run_1/met4.png
Scale: 2 px per µm.
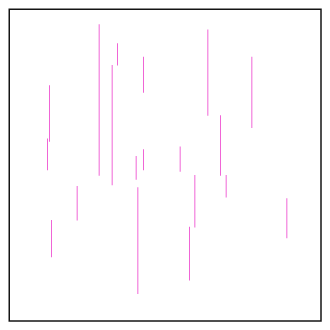
run_1/final_clocks.png
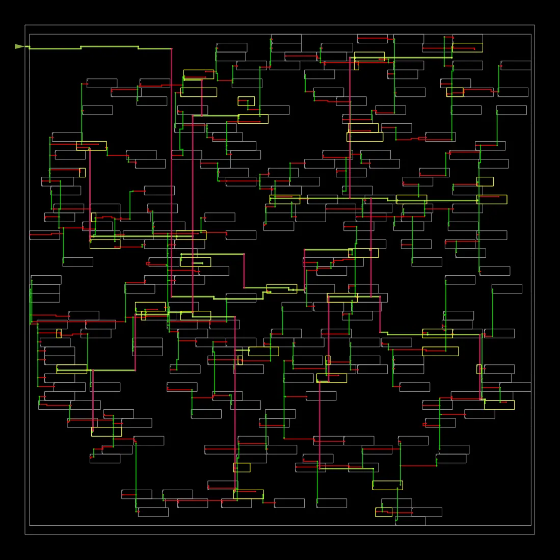
run_1/metal_stack.png
Scale: 2 px per µm. Only two layers are drawn.
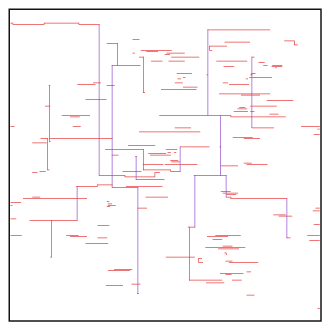
==> config.mk <==
export PLATFORM = sky130hd
export DESIGN_NAME = key_debounce_multi
export DESIGN_NICKNAME = d
export VERILOG_FILES = /design/src/rtl/key_debounce_multi.sv
export SDC_FILE = /design/constraint.sdc
export NUM_CORES = 1
export LEC_CHECK = 0
export CAP_MARGIN = 15
export CORE_UTILIZATION = 52
export DETAILED_ROUTE_END_ITERATION = 10
export PLACE_DENSITY = 0.79
export SLEW_MARGIN = 20
export SYNTH_ARGS = -nofsm -noshare
export SYNTH_HDL_FRONTEND = slang
export SYNTH_SLANG_ARGS = --single-unit
==> constraint.sdc <==
create_clock -name clk -period 2.57 [get_ports clk]
set_input_delay 0.257 -clock clk [delete_from_list [all_inputs] [get_ports clk]]
set_output_delay 0.257 -clock clk [all_outputs]
set_load 0.005 [all_outputs]
==> impl.org <==
* Flow results

** Worst setup path
- The required time at the worst endpoint is listed as about 3 ns.
- Highest net fanout along the worst path :: 34
- Along the critical path, the tally of buffer and inverter instances is 1.
- Top Family by Delay on Critical Path :: simple AND/OR/NAND/NOR gates
- For flop-to-flop paths, the worst setup slack is between 0.1 and 0.15 ns.
- Depth of the worst register-to-register path :: 7
- Data arrival time at the worst-slack endpoint :: slightly below 3 ns
- Crit end category :: flop
- Worst-path cell chain :: ha_2 > nand4_1 > nor4_4 > a31oi_2 > buf_4 > or4_1 > a21oi_1
- STA classifies the critical path startpoint as a flop.
- The worst setup path is of the reg2reg kind.
- Highest-delay cell along the critical path :: or4_1
- Slowest cell delay on critical path :: around 0.53 ns
- Number of cells on the critical path :: 7

** Final timing
- Hold is met by around 0.15 ns.
- Slew at the pin with the worst max-slew slack :: approximately 0.9 ns
- Final setup margin :: about 0.12 ns
- Total count of hold-check failures in the final report :: 0
- Per the final report, max-transition violations number 0.
- Unrepaired setup endpoints after global routing :: no
- Counting I/O delays and the setup requirement, the final critical path takes around 2.5 ns.
- Max Fclk :: 0.408 GHz
- Headroom to the max-slew limit :: 40.5%
- Per the finish-stage timing summary, setup violations number 0.
- Post-route period utilization is reported as a little over nine tenths.
- Summed over all failing endpoints, the final setup total negative slack is 0 ns.

** Global routing
- The global route stage reports its total congestion overflow as 0.
- Entering global routing, the biggest net connects 72 pins.
- Antenna violations before repair :: 0
- Number of global-route vias before repair :: between 10k and 15k
- First-pass GRT wire length :: 48.5 mm

** Routing
- Per the post-route antenna check, the number of violating nets is 0.
- The first detailed-routing pass ran for 5 iterations.
- The detailed router finished its first iteration with ~630 violations.
- Dividing the detail-routed via count by the number of cells gives around 6.4.
- DRC Markers :: 0

** Synth
- Netlist area before placement :: approximately 0.012 mm²
- Ranked by total cell area, the synthesized netlist is headed by dfrtp_1 44%, a21oi_1 5.5%, nand3_1 3.9%, a31oi_1 3.6%, or4_1 3.6%.
- Ys Warns :: 0
- For this run, the register share of the synthesized area comes to ~45%.
- The post-synth register bit count is ~220.
- Counting flops with a built-in enable in the synthesized netlist gives 0.
- Yosys cell count :: between 1k and 1.5k
- Dominant register cell :: dfrtp_1
- Largest area contributor in the netlist :: dfrtp_1
- Synth top area share :: between 40% and 50%
- The synthesized instance count is 1362.
- The netlist uses ~60 different library cells.
- Number of nets in the synthesized netlist :: 1376
- Avg Synthesized Cell Area :: roughly 9.0 µm²
- Fraction of registers with async set/reset :: 100%
- According to the Yosys statistics, the synthesized design has a chip area of 0.0122 mm².

** Power and ir drop
- Of the total power, the clock network draws between 40% and 50%.
- The design draws roughly 7.4 mW.
- For this design the ratio of total power to cell area is approximately 540 mW/mm².
- The power report shows net switching accounting for between 20% and 30% of the total.
- Internal power summed over all cells :: about 5.8 mW
- Power dissipated by switching net loads :: approximately 1.6 mW
- In this run the static leakage power is approximately 5.4 nW.
- Worst ir drop on vdd :: between 0.0003 and 0.0004 V
- Part of the total power dissipated in combinational logic :: ~3.4%
- Reg power frac :: 48.2%

** Floorplanning
- Per the OpenROAD floorplan log, the height of the die is ~160 µm.
- In this run the count of I/O pins placed on the die edge is 22.
- Number of rows in the core area :: 55
- According to the floorplan report, the total die area is between 0.02 and 0.025 mm².
- Core Area :: roughly 0.023 mm²
- From left edge to right edge, the die measures 155 µm.
- Effective utilization at floorplan :: between 50% and 60%

** Place
- Post-Place Setup Slack :: -0.0682 ns
- RePlAce Congestion :: 0.866
- Per the placement report, the placed cell count is 1651.
- Placement-stage cell area :: 0.0128 mm²
- In the placement report, post-DP HPWL is listed as approximately 18 mm.
- The placement report lists the number of port buffers as 21.

** Cells and area
- The top cell type in the final layout, fill and taps aside, is dfrtp_1.
- The register with the most flip-flops in the layout has roughly 100 of them.
- Cells fill between 50% and 60% of the core in the end.
- Layout cell share with drive strength beyond 1 :: between 8 and 9%
- Post-route insts no fill :: approximately 1.7k
- Per the run report, area growth between synthesis and finish was 12.2%.
- In the layout the commonest cells are 212 x dfrtp_1, 131 x a21oi_1, 104 x nand2_1.
- For this run, the script counts the antenna cells in the layout as 0.
- Final Instance Area :: approximately 0.014 mm²
- Total number of nets in the final design :: about 1.4k

** Clock tree
- CTS placed an instance of clkbuf_16 at the clock tree root.
- CTS built an H-tree with a depth of 1.
- TritonCTS built the clock tree.
- Clock sink total :: approximately 220
- The longest clock path from root to sink contains 3 buffers.
- CTS Hold Bufs :: 1
- Post-CTS repair timing setup buffer count :: 3
- After clock tree synthesis, the repair step resized 0 gates.
- Clock slew at the register clock pins of the worst setup and hold paths :: ~0.060 ns

** Hold path
- Hold/Removal Path Class :: in2reg
- Number of stages on the worst hold path :: 1

** Status
- Outcome :: finished clean

** Run
- The number of warnings reported in the stage logs is 26.
- Max Cap Viol :: 0
About met4.png:
wire length on this layer: 521 µm
longest straight run: 75.5 µm
main direction: vertical
nets with wire on the layer: 8
total via count in the routed design: 10.9k
sum of routed wire length over all layers: 28.2 mm

About final_clocks.png:
number of flip-flops and latches: 220
skew final: 0.0113 ns
clock latency at the later pin of the worst-skew pair: 0.52 ns
number of buffers created by CTS: 24

About metal_stack.png:
legend:
  met3:
    colour: red
    wire_length: 1290 µm
  met4:
    colour: purple
    wire_length: 521 µm
total global-route track usage: 23.8%
routed length per instance: 16.6 µm

==> run 1: kinds of logic (layout without fill, tap and decap cells) <==
group,Yosys count,after routing,synth area share [%]
xor+xnor,14,14,1.01
compound gates,391,391,19.7
mux,14,14,1.18
simple gates,591,591,27.7
flops,220,220,45.2
buf+inv,124,145,4.34
fa+ha+maj,8,8,0.821
==> run 1: power groups by stage <==
stage | logic, mW | registers, mW | clock network (mW)
6_report | 0.249 | 3.56 | 3.58
3_5_place_dp | 0.248 | 3.62 | 0
4_1_cts | 0.253 | 3.56 | 3.66
5_1_grt | 0.284 | 3.57 | 3.80
3_3_place_gp | 0.239 | 3.62 | 0
2_1_floorplan | 0.130 | 3.60 | 0
==> run 1: cells in the mapped netlist (all sizes together), types with 5 or more instances <==
cell type,n
nand3,95
nand2b,19
a41oi,12
o211ai,7
o21ai,65
xor2,5
or3,30
clkbuf,69
nand2,104
dfstp,8
inv,34
or2,7
and4,23
a22o,20
o31ai,53
ha,8
dfrtp,212
nor4b,7
nor4,25
xnor2,9
nor3,33
and3,25
nand4,57
a21o,12
a21oi,133
nor2,63
nand3b,9
a31o,5
or4,58
and2,16
nor2b,5
mux2i,11
a31oi,70
buf,21
==> run 1: metal layers <==
layer | vias up | global-route usage, % | routed length (µm)
met5 | - | 0 | 0
met4 | 0 | 6.65 | 520
met3 | 44 | 3.01 | 1290
met2 | 282 | 39.1 | 13500
met1 | 5355 | 33.2 | 12900
li1 | 5244 | - | -
==> run 1: layout make-up <==
type                            count  area, µm²
Timing Repair Buffer               70        623
Sequential cell                   220       5520
Multi-Input combinational cell   1018       6210
Fill cell                        1944       9170
Inverter                           34        128
Clock inverter                      4       95.1
Clock buffer                       37        721
Tap cell                          313        392
Power and IR drop assume default switching activity.
